==> config.mk <==
export PLATFORM = sky130hd
export DESIGN_NAME = stream_replicator
export DESIGN_NICKNAME = d
export VERILOG_FILES = /design/src/rtl/frame_filter_pkg.sv /design/src/rtl/stream_hold_reg.sv /design/src/rtl/stream_replicator.sv
export SDC_FILE = /design/constraint.sdc
export NUM_CORES = 1
export LEC_CHECK = 0
export ABC_AREA = 1
export CORE_MARGIN = 2
export CORE_UTILIZATION = 39
export DETAILED_ROUTE_END_ITERATION = 6
export PLACE_DENSITY = 0.74
export SETUP_SLACK_MARGIN = 0.02
export SLEW_MARGIN = 25
export SYNTH_ARGS = -nofsm -noshare
export SYNTH_HDL_FRONTEND = slang
export SYNTH_HIERARCHICAL = 1
export SYNTH_SLANG_ARGS = --single-unit
==> constraint.sdc <==
create_clock -name clk -period 2.63 [get_ports clk]
set_input_delay 0.263 -clock clk [delete_from_list [all_inputs] [get_ports clk]]
set_output_delay 0.263 -clock clk [all_outputs]
set_load 0.01 [all_outputs]
==> src/rtl/frame_filter_pkg.sv <==
`default_nettype none
// ============================================================================
// frame_filter_pkg : shared constants and helpers for the frame-filter path
// Revision: 1.0
// ============================================================================
package frame_filter_pkg;

    localparam int SOF_BIT    = 0;
    localparam int DATA_W_DEF = 4;
    localparam int USER_W_DEF = 2;

    // Maps a requested replication factor onto the legal range 1..max_factor.
    function automatic int clamp_factor(input int factor, input int max_factor);
        if (factor < 1) begin
            return 1;
        end
        if (factor > max_factor) begin
            return max_factor;
        end
        return factor;
    endfunction

endpackage
`default_nettype wire

==> src/rtl/stream_hold_reg.sv <==
`default_nettype none
// ============================================================================
// stream_hold_reg : one-entry data/user/last holding register
// Revision: 1.0
// ============================================================================
module stream_hold_reg #(
    parameter int DATA_W = 4,
    parameter int USER_W = 2
) (
    input  logic              clk,
    input  logic              rst,
    input  logic              load,
    input  logic              clear,
    input  logic [DATA_W-1:0] load_data,
    input  logic [USER_W-1:0] load_user,
    input  logic              load_last,
    output logic [DATA_W-1:0] hold_data,
    output logic [USER_W-1:0] hold_user,
    output logic              hold_last
);

    // Load wins over clear so a back-to-back beat is never dropped.
    always_ff @(posedge clk) begin
        if (rst) begin
            hold_data <= '0;
            hold_user <= '0;
            hold_last <= 1'b0;
        end else if (load) begin
            hold_data <= load_data;
            hold_user <= load_user;
            hold_last <= load_last;
        end else if (clear) begin
            hold_data <= '0;
            hold_user <= '0;
            hold_last <= 1'b0;
        end
    end

endmodule
`default_nettype wire

==> src/rtl/stream_replicator.sv <==
`default_nettype none
// ============================================================================
// stream_replicator : emits every accepted AXI-Stream beat FACTOR times
// Revision: 1.0
// ============================================================================
module stream_replicator
    import frame_filter_pkg::*;
#(
    parameter int DATA_W     = DATA_W_DEF,
    parameter int USER_W     = USER_W_DEF,
    parameter int MAX_FACTOR = 8,
    parameter int FW         = $clog2(MAX_FACTOR + 1)
) (
    input  logic              clk,
    input  logic              reset,
    input  logic [FW-1:0]     i_factor,
    input  logic [DATA_W-1:0] i_TDATA,
    input  logic              i_TVALID,
    input  logic [USER_W-1:0] i_TUSER,
    input  logic              i_TLAST,
    output logic              o_TREADY,
    output logic [DATA_W-1:0] o_TDATA,
    output logic              o_TVALID,
    output logic [USER_W-1:0] o_TUSER,
    output logic              o_TLAST,
    input  logic              i_TREADY,
    output logic              o_busy
);

    localparam logic [0:0] S_EMPTY  = 1'b0;
    localparam logic [0:0] S_REPLAY = 1'b1;

    logic [0:0]        state;
    logic [0:0]        state_nxt;
    logic [FW-1:0]     cnt;
    logic [FW-1:0]     fac;
    logic [FW-1:0]     fac_m1;
    logic [FW-1:0]     fac_req;
    logic              busy;
    logic              last_copy;
    logic              consume;
    logic              accept;
    logic              ready;
    logic [DATA_W-1:0] hold_data;
    logic [USER_W-1:0] hold_user;
    logic              hold_last;

    assign fac_m1    = fac - FW'(1);
    assign last_copy = (cnt == fac_m1);
    assign consume   = (state == S_REPLAY) && i_TREADY && last_copy;
    assign ready     = (state == S_EMPTY) || consume;
    assign accept    = i_TVALID && ready;
    assign fac_req   = FW'(clamp_factor(int'(i_factor), MAX_FACTOR));

    stream_hold_reg #(
        .DATA_W (DATA_W),
        .USER_W (USER_W)
    ) u_hold (
        .clk       (clk),
        .rst       (reset),
        .load      (accept),
        .clear     (consume && !i_TVALID),
        .load_data (i_TDATA),
        .load_user (i_TUSER),
        .load_last (i_TLAST),
        .hold_data (hold_data),
        .hold_user (hold_user),
        .hold_last (hold_last)
    );

    always_ff @(posedge clk) begin
        if (reset) begin
            state <= S_EMPTY;
        end else begin
            state <= state_nxt;
        end
    end

    always_comb begin
        state_nxt = state;
        case (state)
            S_EMPTY: begin
                if (i_TVALID) begin
                    state_nxt = S_REPLAY;
                end
            end
            S_REPLAY: begin
                if (consume && !i_TVALID) begin
                    state_nxt = S_EMPTY;
                end
            end
            default: state_nxt = S_EMPTY;
        endcase
    end

    // Factor is only sampled on a SOF beat so a frame keeps one replication rate.
    always_ff @(posedge clk) begin
        if (reset) begin
            cnt  <= '0;
            fac  <= FW'(1);
            busy <= 1'b0;
        end else begin
            if (accept) begin
                cnt <= '0;
                if (i_TUSER[SOF_BIT]) begin
                    fac <= fac_req;
                end
            end else if ((state == S_REPLAY) && i_TREADY && !last_copy) begin
                cnt <= cnt + FW'(1);
            end

            if (accept && i_TUSER[SOF_BIT]) begin
                busy <= 1'b1;
            end else if (consume && hold_last) begin
                busy <= 1'b0;
            end
        end
    end

    always_comb begin
        o_TREADY = ready;
        o_TVALID = (state == S_REPLAY);
        o_TDATA  = hold_data;
        o_TUSER  = hold_user;
        if (cnt != '0) begin
            o_TUSER[SOF_BIT] = 1'b0;
        end
        o_TLAST  = (state == S_REPLAY) && hold_last && last_copy;
        o_busy   = busy;
    end

endmodule
`default_nettype wire

==> out/metrics.yaml <==
setup_path:
  arrival_ns: 2.17
  critical_path.max_fanout: 4
  worst-r2r-cell-count: 12
  rrSetupSlack_ns: 0.64
  critical_path_required_ns: 2.37
  critical_path.endpoint_type: "primary output"
  critical_path.reg2reg.endpoint: "u_hold/hold_user[1]"
  timing.critical_path.from_type: "flip-flop"
  worstReg2RegStart: "fac[1]"
  critPathKind: "flip-flop to primary output"
routing:
  detailroute.wirelength.met2_um: 1050
  detail_route.first_pass.iterations: 4
  detail_route.drc_violations: 0
  wl_met3_um: 132
  routed_wire_length_per_instance_um: 10.8
  final_antenna_net_count: 0
  avgViaCountPerCell: 5.01
  detail_route.wirelength.met1_um: 829
  total_number_of_vias: 937
  first_iter_violations: 8
sta:
  grt_setup_unrepaired: "no"
  tns_ns: 0
  final.setup_skew_ns: 0.00756
  fmax_mhz: 411
  finalHoldViolCount: 0
  final-setup-viol-count: 0
  worstMarginPinSlew_ns: 0.427
  timing.slew.headroom_pct: 71.4
  period_used_pct: 92.4
clocking:
  cts.path.max_buffers: 2
  tritoncts.num_buffers: 3
  cts.sink_count: 17
  cts.htree.levels: 1
  root_buffer: "clkbuf_4"
  post-cts-setup-buffers: 0
floorplanning:
  die_width_um: 52.8
  die_h_um: 52.8
  rows: 17
  dieArea_um2: 2790
  initial_cell_density_of_the_core_pct: 41.6
  num_ports: 25
synth:
  postSynth.asyncResetShare_pct: 0
  cells_in_synth_stat_txt: 133
  synth.top_cell.area_share_pct: 36.7
  postSynth.topFlopCell: "dfxtp_1"
  floorplan.nets: 151
  syn_inst: 133
  postSynthRegisterBits: 17
  yosysSeqAreaShare_pct: 36.7
  yosysChipArea_um2: 928
  top_area_cell: "dfxtp_1"
  yosys_warnings: 6
  syn_area_per_cell_um2: 6.98
  synth_cell_types: 22
  mapped_area_um2: 928
global_route:
  initial_antenna_violation_count: 0
  first_global_vias: 884
  grt_pass1_wl_um: 3520
  grt_start_max_net_pins: 13
  globalRouteTotalUtil_pct: 17.1
  grt-ovfl-total: 0
job:
  max_capacitance_violation_total: 0
  warning_count: 27
power_and_ir_drop:
  irDropWorstVdd_mv: 0.350
  p_total_mw: 0.550
  power.density_cell_area_nw_per_um2: 452
  static-leakage-power_nw: 0.499
status:
  status: "finished clean"
finish:
  antenna_cells_inserted: 0
  area.growth.synth_to_final_pct: 31.0
  final_layout_size_suffix_gt1_share_pct: 11.9
  fin_cells: 187
  nets: 178
placement:
  detailed_place_hpwl_um: 1650
  gp_congestion: 0.836
  buffer_ports.inserted: 24
  place_inst: 183
min_path:
  timing.hold.worst.class: "flip-flop to flip-flop"
  hold_start: "u_hold/hold_data[1]"
  min_delay_worst_endpoint: "u_hold/hold_data[1]"
-- worst max-delay path: stages, from the launching register on --
cell             delay (ns)
dfxtp_1                0.36
inv_1                  0.06
ha_1                   0.28
or2_0                  0.11
nand3_1                0.09
nor2_2                 0.15
nand2_1                0.13
nor2_1                 0.15
clkdlybuf4s50_1        0.55
-- worst max-delay path by stage --
stage / startpoint / end / cells past startpoint
6_report: fac[1] / o_TLAST / 8
5_1_grt: fac[0] / o_TLAST / 8
4_1_cts: fac[0] / o_TLAST / 8
3_5_place_dp: fac[0] / o_TLAST / 8
3_3_place_gp: fac[0] / o_TLAST / 8
2_1_floorplan: fac[0] / u_hold/hold_data[0] / 13
-- placed cells by master, fill, tap and decap left out, types with 4 or more instances in the layout --
cell              n
a21oi_1          14
clkdlybuf4s50_1  24
dfxtp_1          16
inv_1            15
inv_2             4
nand2_1          38
nand2_2           4
nand3_1           7
nand4_1           5
nor2_1            9
o21ai_0           4
-- layout make-up --
| cell class | instances | area, um2 |
|---|---|---|
| clock buffer | 3 | 22.5 |
| clock inverter | 1 | 5.00 |
| fill | 224 | 1020 |
| inverter | 19 | 71.3 |
| multi-input combinational | 95 | 500 |
| sequential | 17 | 342 |
| tap | 28 | 35.0 |
| timing repair buffer | 24 | 240 |
-- kinds of logic after synthesis --
kind of cell               after synthesis  share of synthesized area (%)
AOI/OAI and AO/OA                       19                           10.4
adders and majority gates                3                           4.04
buffers and inverters                   21                           9.43
DFF                                     17                           36.7
and+or+nand+nor                         73                           39.5
-- registers in the layout, indices dropped and copies added, names as in the netlist --
register and flops:
u_hold/hold_last 1, u_hold/hold_data 4, u_hold/hold_user 2, o_busy 1
fac 4, o_TVALID 1, cnt 4
-- per-layer routing --
metal / track usage (%) / vias to the layer above
li1: - / 478
met5: 0 / -
met4: 5.13 / 0
met3: 4.57 / 2
met1: 17.9 / 431
met2: 32.5 / 26
-- per-stage QoR --
| stage | hold WS (ns) | setup WS [ns] | cell area, um2 | utilization, % |
|---|---|---|---|---|
| after floorplan | 0.332 | 0.818 | 928 | - |
| after global placement | 0.450 | 0.550 | 1190 | 53.2 |
| after detailed placement | 0.454 | 0.473 | 1190 | 53.2 |
| after CTS | 0.470 | 0.137 | 1210 | 54.4 |
| after global routing | 0.500 | 0.0537 | 1220 | 54.5 |
| final | 0.466 | 0.199 | 1220 | 54.5 |
-- Yosys cell counts, types with 3 or more instances --
cell type and number:
dfxtp_1 17, nand4_1 5, o21ai_0 4, inv_1 15, nand2_1 38, a21oi_1 14, nand2_2 4, nor2_1 9
inv_2 4, nand3_1 7, nor3_1 3, ha_1 3
-- timing repair --
item	4_1_cts	5_1_grt
hold buffers	0	0
gates resized	0	1
setup endpoints to repair	0	1
endpoints found under the hold margin	0	0
-- power breakdown --
part           switching [mW]  total [mW]  internal, mW
clock network          0.0850       0.142        0.0566
registers             0.00954       0.280         0.270
logic                  0.0674       0.129        0.0613
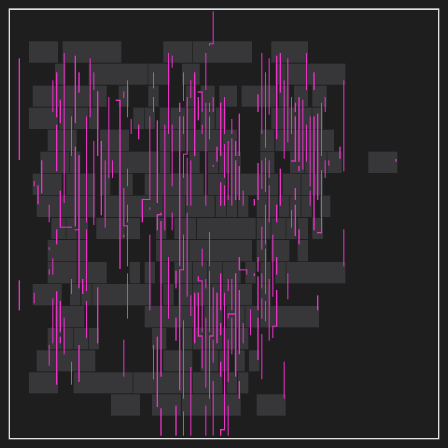
Figure 1: signal wires on met2.
longest straight run	20.7 um
nets with wire on the layer	147
share of all routed wire	52%
main direction	vertical
wire length on this layer	1050 um
routed wire length: 2030 um
GR met2 Demand/Resource: 32.5%

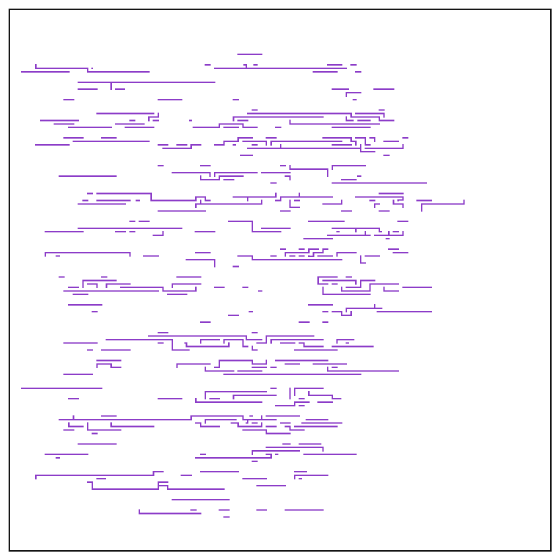
Figure 2: metal 1.
main direction	horizontal
longest straight run	13.3 um
nets with wire on the layer	155

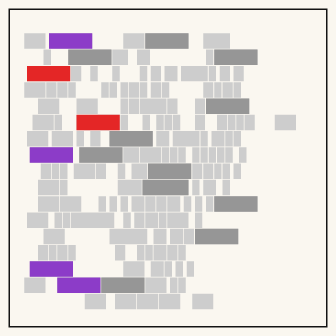
Figure 3: where the registers sit.
Other sequential cells in the stronger grey, the rest of the logic in the fainter grey.
colour	name in the netlist	placed flops
red	`u_hold/hold_user`	2
purple	`u_hold/hold_data`	4
not coloured	11
Layout Utilization: 54.5%
flip-flop and latch share of the layout cell area: 28.1%
area of all sequential standard cells: 342 um2
power attributed to sequential cells: 0.280 mW

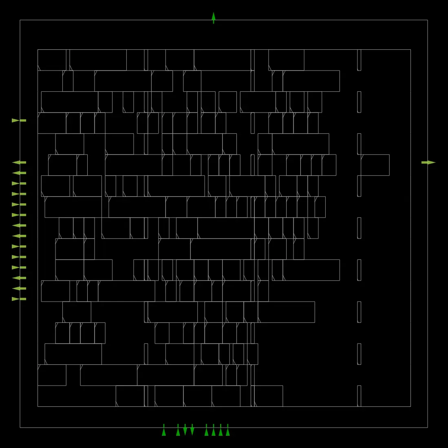
Figure 4: cell outlines without signal wires.
total number of tap cells: 28
final-layout fill cell count: 224
Core ar.: 2230 um2
flop count: 17

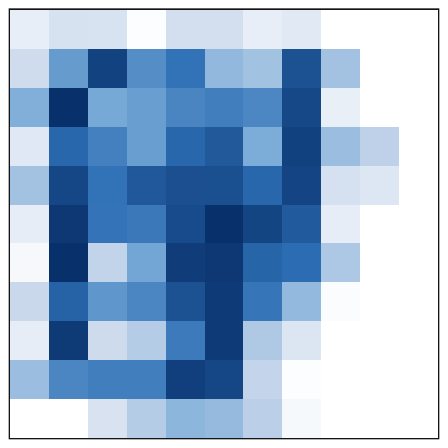
Figure 5: cell area per tile.
The die is cut into 11 by 11 equal tiles; white is low, dark blue is high, 0 to 100% covered.
fullest tile	100%
tiles over 75% full	26%
emptiest ninth of the die	lower right
nearly empty tiles	23%
mean over tiles	42%
densest ninth of the die	centre

Power figures rest on the tool's default switching activity, not on a simulated workload.
